===== config.mk =====
export PLATFORM = sky130hd
export DESIGN_NAME = alu_operand_stage
export DESIGN_NICKNAME = d
export VERILOG_FILES = /design/src/rtl/alu_operand_stage.sv
export SDC_FILE = /design/constraint.sdc
export NUM_CORES = 1
export LEC_CHECK = 0
export CORE_UTILIZATION = 26
export DETAILED_ROUTE_END_ITERATION = 10
export HOLD_SLACK_MARGIN = 0.02
export PLACE_DENSITY = 0.72
export SETUP_SLACK_MARGIN = 0.15
export SYNTH_ARGS = -nofsm -noshare
export SYNTH_HDL_FRONTEND = slang
export SYNTH_SLANG_ARGS = --single-unit

===== constraint.sdc =====
create_clock -name clk_in -period 4.4 [get_ports clk_in]
set_clock_uncertainty 0.1 [all_clocks]
set_input_delay 0.88 -clock clk_in [delete_from_list [all_inputs] [get_ports clk_in]]
set_output_delay 0.88 -clock clk_in [all_outputs]
set_load 0.01 [all_outputs]

===== src/rtl/alu_operand_stage.sv =====
// alu_operand_stage: RV32I decode/issue register feeding the ALU operands with a valid/ready handshake.
// Optional writeback bypass into the operand mux is enabled by defining ALU_OPERAND_FWD_EN.
module alu_operand_stage #(
  parameter int DATA_W     = 32,
  parameter int REG_ADDR_W = 5
) (
  input  logic                  clk_in,
  input  logic                  rst_n_in,
  input  logic [31:0]           instr_in,
  input  logic [DATA_W-1:0]     pc_in,
  input  logic [DATA_W-1:0]     rs1_data_in,
  input  logic [DATA_W-1:0]     rs2_data_in,
  input  logic                  valid_in,
  output logic                  ready_out,
  input  logic                  flush_in,
  input  logic                  fwd_valid_in,
  input  logic [REG_ADDR_W-1:0] fwd_rd_in,
  input  logic [DATA_W-1:0]     fwd_data_in,
  output logic [DATA_W-1:0]     op_1_out,
  output logic [DATA_W-1:0]     op_2_out,
  output logic [3:0]            opcode_out,
  output logic [4:0]            rd_addr_out,
  output logic                  wr_en_out,
  output logic                  illegal_out,
  output logic                  valid_out,
  input  logic                  ready_in
);
  logic [DATA_W-1:0] w_rs1, w_rs2, w_op1, w_op2, w_upper;
  logic [3:0]        w_opc;
  logic [2:0]        w_f3;
  logic              w_f7b, w_shift, w_illegal, w_accept;
  logic [DATA_W-1:0] r_op1, r_op2;
  logic [3:0]        r_opc;
  logic [4:0]        r_rd;
  logic              r_wr, r_ill, r_valid;
  assign w_f3     = instr_in[14:12];
  assign w_f7b    = instr_in[30];
  assign w_shift  = (w_f3 == 3'b001) || (w_f3 == 3'b101);
  assign w_upper  = {instr_in[31:12], 12'b0};
  assign ready_out = !r_valid || ready_in;
  assign w_accept = valid_in && ready_out && !flush_in;
`ifdef ALU_OPERAND_FWD_EN
  always_comb begin
    w_rs1 = rs1_data_in;
    w_rs2 = rs2_data_in;
    if (fwd_valid_in && fwd_rd_in != '0 && fwd_rd_in == instr_in[19:15]) w_rs1 = fwd_data_in;
    if (fwd_valid_in && fwd_rd_in != '0 && fwd_rd_in == instr_in[24:20]) w_rs2 = fwd_data_in;
  end
`else
  logic w_unused;
  assign w_unused = ^{fwd_valid_in, fwd_rd_in, fwd_data_in};
  assign w_rs1 = rs1_data_in;
  assign w_rs2 = rs2_data_in;
`endif
  // The ALU shifts by the whole operand, so shift amounts are masked to 5 bits here.
  always_comb begin
    w_op1     = '0;
    w_op2     = '0;
    w_opc     = 4'b0000;
    w_illegal = 1'b0;
    case (instr_in[6:0])
      7'b0110011: begin
        if (instr_in[31] || (|instr_in[29:25])) w_illegal = 1'b1;
        else begin
          w_op1 = w_rs1;
          w_op2 = w_shift ? {{(DATA_W-5){1'b0}}, w_rs2[4:0]} : w_rs2;
          w_opc = {w_f7b, w_f3};
        end
      end
      7'b0010011: begin
        w_op1 = w_rs1;
        w_op2 = w_shift ? {{(DATA_W-5){1'b0}}, instr_in[24:20]} : {{(DATA_W-12){instr_in[31]}}, instr_in[31:20]};
        w_opc = {w_shift && w_f7b, w_f3};
      end
      7'b0110111: w_op2 = w_upper;
      7'b0010111: begin
        w_op1 = pc_in;
        w_op2 = w_upper;
      end
      default: w_illegal = 1'b1;
    endcase
  end
  always_ff @(posedge clk_in or negedge rst_n_in) begin
    if (!rst_n_in) begin
      r_valid <= 1'b0;
      r_op1   <= '0;
      r_op2   <= '0;
      r_opc   <= '0;
      r_rd    <= '0;
      r_wr    <= 1'b0;
      r_ill   <= 1'b0;
    end else if (flush_in) begin
      r_valid <= 1'b0;
    end else if (w_accept) begin
      r_valid <= 1'b1;
      r_op1   <= w_op1;
      r_op2   <= w_op2;
      r_opc   <= w_opc;
      r_rd    <= instr_in[11:7];
      r_wr    <= !w_illegal && (instr_in[11:7] != 5'd0);
      r_ill   <= w_illegal;
    end else if (ready_in) begin
      r_valid <= 1'b0;
    end
  end
  assign valid_out   = r_valid;
  assign op_1_out    = r_op1;
  assign op_2_out    = r_op2;
  assign opcode_out  = r_opc;
  assign rd_addr_out = r_rd;
  assign wr_en_out   = r_wr;
  assign illegal_out = r_ill;
endmodule

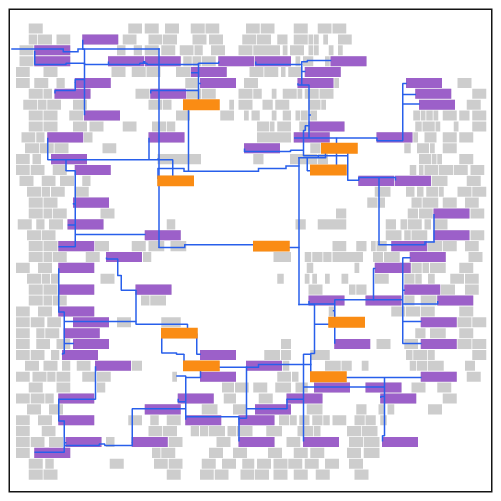
Run 1: clock wires, drivers and flops
Scale: 4 px per um.
[clock wires] blue | length: 1120 um
[clock-net drivers] orange | count: 9
[flip-flops] purple | count: 76
flops lie: all over the die

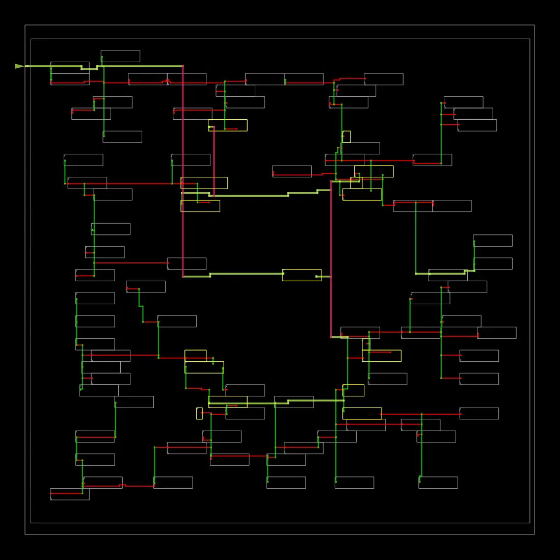
Run 1: clock routing
Clock Power: 0.754 mW
CTS Buf Count: 9

==> impl_metrics.tcl, run 1 <==
# place-and-route summary
set metrics [dict create \
    run_status "finished, final reports clean" \
    synth_area_sq_um 3630 \
    clock-sinks 76 \
    ff_count 76 \
    hpwl_um 9110 \
    post_cts_resized 0 \
    fin_ws_ns 0.938 \
    grt_pass1_wl_um 19800 \
    leakage_nw 2.57 \
    post-route-drc-count 0 \
    wl_met3_um 1200 \
    n_all_inverters 2 \
    ys_ff 76 \
    clk_pin_slew_ns 0.06 \
    p_int_mw 1.33 \
    power_density_nw_per_um2 278 \
    start_kind "input port" \
    grt_overflow_total 0 \
    routabilityCongestion 0.765 \
    worst-r2r-cell-count 6 \
    synthTopLogicFamily "AND-OR/OR-AND gates" \
    rrSetupSlack_ns 1.84 \
    power.switching_mw 0.388 \
    sh_comb_area_pct 25.6 \
    flop_cell "dfrtp_1" \
    worstSetupPathType "input port to register" \
    synth.avg_cell_area_sq_um 11.5 \
    grt_start_max_net_pins 77 \
    non_clock_buffer_area_share_pct 34.9 \
    area_dominant_class "non-clock buffers" \
    holdPathEnd "rd_addr_out[4]" \
    synth_cell_types 39 \
    crit_cells 5 \
    clk_share_pct 4.94 \
    routedWlPerCell_um 18.4 \
    worstPathRequired_ns 4.56 \
    report.final.slew_viol_count 0 \
    max_freq_mhz 289 \
    cp-startpoint "flush_in" \
    synthAdderAreaFrac_pct 0 \
    simple_gate_share_pct 15.0 \
    first_pass_iters 4 \
    viasPerCell 5.07 \
    drive_gt1_share_pct 11.7 \
    grtUsageTotal_pct 17.8 \
    place_area_sq_um 5860 \
    cts_tree "yes" \
    fp.dieH_um 120 \
    yosysMostFrequentCell "dfrtp_1" \
    worst-path-max-fanout 28 \
    worstReg2RegStart "valid_out" \
    synth_xor_xnor_area_share_pct 0 \
    wl_met1_um 5250 \
    slew-limit-headroom_pct 32.5 \
    htree_levels 3 \
    hold_buffers 0 \
    dr_wl_met2_um 6200 \
    worstHoldStart "rd_addr_out[4]" \
    fillerInstances 1290 \
    grt_pass1_vias 3737 \
    synthTopCellsByArea "dfrtp_1, a221o_1, a221o_2, o31ai_1, o21ai_0" \
    finalSetupViolations 0 \
    core_sq_um 13500 \
    highest_layer "met4" \
    synthesis.nets 486 \
    drtIter0Drc 157 \
    critPathTopFamily "simple AND/OR/NAND/NOR gates" \
    peakVddDrop_mv 0.155 \
    yosysCellCount 315 \
    slowest_delay_ns 0.85 \
    crit_end "op_2_out[5]" \
]
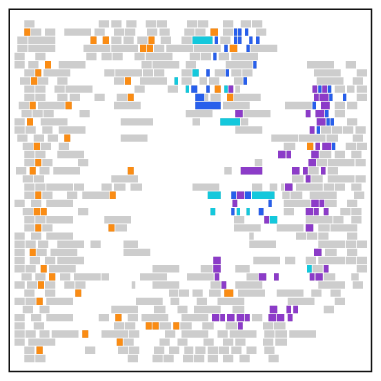
Run 1: logic cells by family
Scale: 3 px per um.
[nor cells] cyan | cells: 13 | where: middle
[aoi and oai cells] purple | cells: 54
[and/or cells] orange | cells: 44
[nand cells] blue | cells: 34

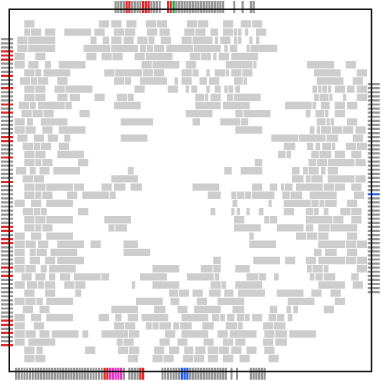
Run 1: ports around the boundary
Scale: 3 px per um. Pins as bars across the die edge, other pins in grey.
[flush_in] green | pins: 1 | direction: input | edge: top
[opcode_out] blue | pins: 4 | direction: output | edge: 3 bottom, 1 right
[fwd_rd_in] magenta | pins: 5 | direction: input | edge: bottom
[op_1_out] red | pins: 32 | direction: output | edge: 21 left, 7 top, 4 bottom
all pins by edge: 78 bottom, 76 left, 52 right, 42 top

## run 1: power by group through the flow
stage | combinational [mW] | sequential, mW | clock, mW
final | 0.240 | 0.720 | 0.754
after global routing | 0.256 | 0.722 | 0.810
after CTS | 0.242 | 0.720 | 0.775
after detailed placement | 0.241 | 0.733 | 0
after global placement | 0.238 | 0.732 | 0
after floorplan | 0.0482 | 0.739 | 0
## run 1: routing by layer
layer | GRT usage [%] | up-vias
li1 | - | 1616
met3 | 6.04 | 10
met5 | 0 | -
met1 | 21.4 | 1715
met4 | 4.86 | 0
met2 | 30.3 | 191
## run 1: flip-flops by register name, summed over array words and instances (netlist names)
signal and cells:
illegal_out 1, op_1_out 32, op_2_out 32, opcode_out 4, rd_addr_out 5, valid_out 1, wr_en_out 1
## run 1: layout by cell type, fill, tap and decap left out, types with 9 or more instances in the layout
| master | instances |
|---|---|
| a221o_1 | 34 |
| a221o_2 | 25 |
| and2_0 | 20 |
| and2_1 | 19 |
| buf_4 | 9 |
| clkbuf_16 | 9 |
| clkdlybuf4s50_1 | 208 |
| dfrtp_1 | 76 |
| nand2_1 | 28 |
| o21ai_0 | 26 |
| o31ai_1 | 20 |
## run 1: worst min-delay path, delay by kind of cell (launching register included)
family | cells | cell delay [ns]
flip-flops | 1 | 0.34
AND/OR/NAND/NOR | 2 | 0.10
## run 1: through the flow
stage	total power, mW	std cells	utilization (%)
global placement	0.970	680	43.5
finish	1.71	696	45.8
floorplan	0.787	315	-
detailed placement	0.974	680	43.5
CTS	1.74	696	45.8
global route	1.79	696	45.8
## run 1: cell families after synthesis
kind of cell | after synthesis
buffers and inverters | 30
flip-flops | 76
AND/OR/NAND/NOR | 91
AND-OR/OR-AND | 118
==> run 2, diff against run 1 <==
clock period = 3.51 ns   (was 4.4 ns; I/O delays follow)
==> impl_metrics.tcl, run 2 <==
# place-and-route summary
set metrics [dict create \
    finalSetupViolations 0 \
    viasPerCell 5.04 \
    cts_tree "yes" \
    fin_ws_ns 0.734 \
    post_cts_resized 0 \
    slowest_delay_ns 0.79 \
    grt_pass1_vias 3722 \
    grtUsageTotal_pct 18.3 \
    routabilityCongestion 0.796 \
    ys_ff 76 \
    htree_levels 3 \
    lay_top_count "clkdlybuf4s50_1" \
    clock-sinks 76 \
    leakage_nw 2.58 \
    fp.dieH_um 120 \
    worst-path-max-fanout 21 \
    report.final.slew_viol_count 0 \
    final_cell_mix "clkdlybuf4s50_1, dfrtp_1, a221o_1, nand2_1, o21ai_0" \
    yosysCellCount 315 \
    peakVddDrop_mv 0.183 \
    worst-r2r-cell-count 5 \
    synth.avg_cell_area_sq_um 11.5 \
    grt_overflow_total 0 \
    max_freq_mhz 360 \
    power.switching_mw 0.479 \
    clk_pin_slew_ns 0.06 \
    slew-limit-headroom_pct 33.6 \
    synth_area_sq_um 3630 \
    hpwl_um 9020 \
    core_sq_um 13500 \
    cts-buffers-inserted 9 \
    hold_buffers 0 \
    run_status "finished, final reports clean" \
    fillerInstances 1256 \
    dp.cells 684 \
    p_int_mw 1.61 \
    worstSetupPathType "input port to register" \
]
[run 2: final timing paths]
| path | startpoint | endpoint | slack, ns |
|---|---|---|---|
| min reg2reg | rd_addr_out[4] | rd_addr_out[4] | 0.38 |
| min in group asynchronous | rst_n_in | op_2_out[15] | 0.40 |
| min | rd_addr_out[4] | rd_addr_out[4] | 0.38 |
| max in group asynchronous | rst_n_in | op_1_out[27] | 2.22 |
| max reg2reg | valid_out | op_2_out[23] | 1.15 |
| max | flush_in | op_2_out[23] | 0.73 |
[run 2: power groups by stage]
stage               logic (mW)  registers, mW  clock network (mW)
finish                   0.301          0.903               0.889
global route             0.322          0.905               0.957
CTS                      0.305          0.903               0.913
detailed placement       0.304          0.918                   0
global placement         0.300          0.918                   0
floorplan               0.0604          0.926                   0
[run 2: critical path: cells and delay by family]
kind / cells / cell delay [ns]
AND/OR/NAND/NOR: 3 / 1.31
AND-OR/OR-AND: 1 / 0.30
buffers and inverters: 2 / 0.63
[run 2: logic make-up (layout without fill, tap and decap cells)]
family,count (synthesis),in the layout,synth area share [%]
compound gates,118,118,28.2
simple gates,91,91,15.0
flops,76,76,52.3
buf+inv,30,239,4.51
[run 2: cell type report]
type	instances	area [sq um]	share of cell area, %
clock buffers	15	278	4.50
multi-input cells	209	1580	25.6
flip-flops and latches	76	1900	30.8
clock inverters	1	5.00	0.0811
inverters	2	7.51	0.122
well taps	176	220	3.57
repair buffers	221	2180	35.3
[run 2: per-layer routing]
metal  vias up  wire, um  global-route usage, %
met4         0       176                   6.17
met3        14      1180                   6.13
li1       1622         -                      -
met5         -         0                      0
met2       180      6160                   30.2
met1      1709      5290                   22.3
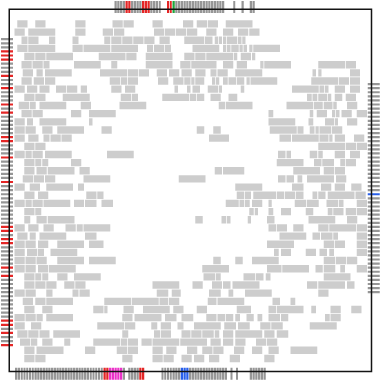
Run 2: ports around the boundary
Scale: 3 px per um. Pins as bars across the die edge, other pins in grey.
[fwd_rd_in] magenta | pins: 5 | direction: input | edge: bottom
[flush_in] green | pins: 1 | direction: input | edge: top
[opcode_out] blue | pins: 4 | direction: output | edge: 3 bottom, 1 right
[op_1_out] red | pins: 32 | direction: output | edge: 21 left, 7 top, 4 bottom
all pins by edge: 78 bottom, 76 left, 52 right, 42 top

==> run 3, diff against run 2 <==
clock period = 2.8 ns   (was 3.51 ns; I/O delays follow)
==> impl_metrics.tcl, run 3 <==
# place-and-route summary
set metrics [dict create \
    warning_count 64 \
    finalSetupViolations 0 \
    yosysWarnings 0 \
    synth.avg_cell_area_sq_um 11.5 \
    leakage_nw 2.60 \
    crit_cells 4 \
    whs_ns 0.291 \
    totalPowerFinal_mw 2.65 \
    fin_cells 702 \
    ys_ff 76 \
    crit_end "ready_out" \
    hold_buffers 0 \
    dp.cells 687 \
    ant_nets 0 \
    grt_overflow_total 0 \
    cts_tree "yes" \
    worst-r2r-cell-count 4 \
    run_status "finished, final reports clean" \
    peakVddDrop_mv 0.241 \
    slew-limit-headroom_pct 34.7 \
    core_sq_um 13500 \
    clk_pin_slew_ns 0.06 \
    insertion_delay_ns 0.33 \
    worstReg2RegStart "valid_out" \
    r2r-end "op_2_out[14]" \
    yosysCellCount 315 \
    wirelength_um 12900 \
    fp.dieH_um 120 \
    viasPerCell 5.11 \
    post_cts_resized 0 \
    grtUsageTotal_pct 18.1 \
    routabilityCongestion 0.811 \
    fillerInstances 1297 \
    grt_pass1_vias 3722 \
    synth_area_sq_um 3630 \
    worst-path-buf-inv 3 \
    clock-sinks 76 \
    htree_levels 3 \
    max_freq_mhz 396 \
    fin_ws_ns 0.276 \
    hold_path_class "input port to asynchronous set/reset pin" \
    hpwl_um 9200 \
    worst-path-max-fanout 4 \
    lay_top_count "clkdlybuf4s50_1" \
    worstSetupPathType "input port to primary output" \
    cp-startpoint "ready_in" \
    report.final.slew_viol_count 0 \
    cts-buffers-inserted 9 \
    final_cell_mix "clkdlybuf4s50_1, dfrtp_1, a221o_1, nand2_1, o21ai_0" \
]
==> run 3: cell counts after synthesis <==
Identical to the previous run, type by type.
==> run 3: cell type report <==
| class | instances | area, sq um | area share, % |
|---|---|---|---|
| Clock buffer | 13 | 250 | 4.02 |
| Clock inverter | 2 | 35.0 | 0.562 |
| Inverter | 2 | 7.51 | 0.120 |
| Multi-Input combinational cell | 209 | 1580 | 25.3 |
| Sequential cell | 76 | 1900 | 30.5 |
| Tap cell | 176 | 220 | 3.53 |
| Timing Repair Buffer | 224 | 2240 | 35.9 |
==> run 3: metal layers <==
metal,GRT usage [%],share of wire [%]
met1,21.4,41
met5,0,0
met3,5.19,8.6
met2,30.9,49
met4,6.94,1.2
==> run 3: worst min-delay path by stage <==
stage,to,startpoint,cells after the start,slack [ns]
3_5_place_dp,rd_addr_out[1],rd_addr_out[1],2,0.37
4_1_cts,op_2_out[18],rst_n_in,1,0.32
3_3_place_gp,wr_en_out,wr_en_out,2,0.37
5_1_grt,op_2_out[20],rst_n_in,1,0.37
6_report,op_2_out[11],rst_n_in,1,0.29
2_1_floorplan,illegal_out,rst_n_in,0,0.16
==> run 3: report_power, final <==
group	switching (mW)	internal (mW)	leakage [nW]
Combinational	0.150	0.234	1.42
Clock	0.423	0.709	0.140
Sequential	0.0115	1.12	1.05
Total	0.585	2.06	2.60
==> run 3: kinds of logic (layout without fill, tap and decap cells) <==
group                  Yosys count  count (layout)  synth area share [%]
AND-OR/OR-AND                  118             118                  28.2
buffers and inverters           30             241                  4.51
AND/OR/NAND/NOR                 91              91                  15.0
flip-flops                      76              76                  52.3
==> run 3: worst reg2reg max path: cells and delay by family (launching register included) <==
kind            cells  cell delay (ns)
simple gates        3             0.84
flops               1             0.33
compound gates      1             0.50
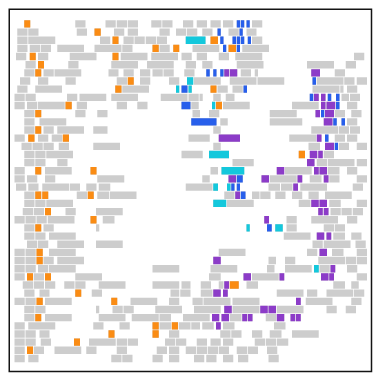
Run 3: logic cells by family
Scale: 3 px per um.
[aoi and oai cells] purple | cells: 54
[nand cells] blue | cells: 34
[nor cells] cyan | cells: 13
[and/or cells] orange | cells: 44

Power and IR drop assume default switching activity.
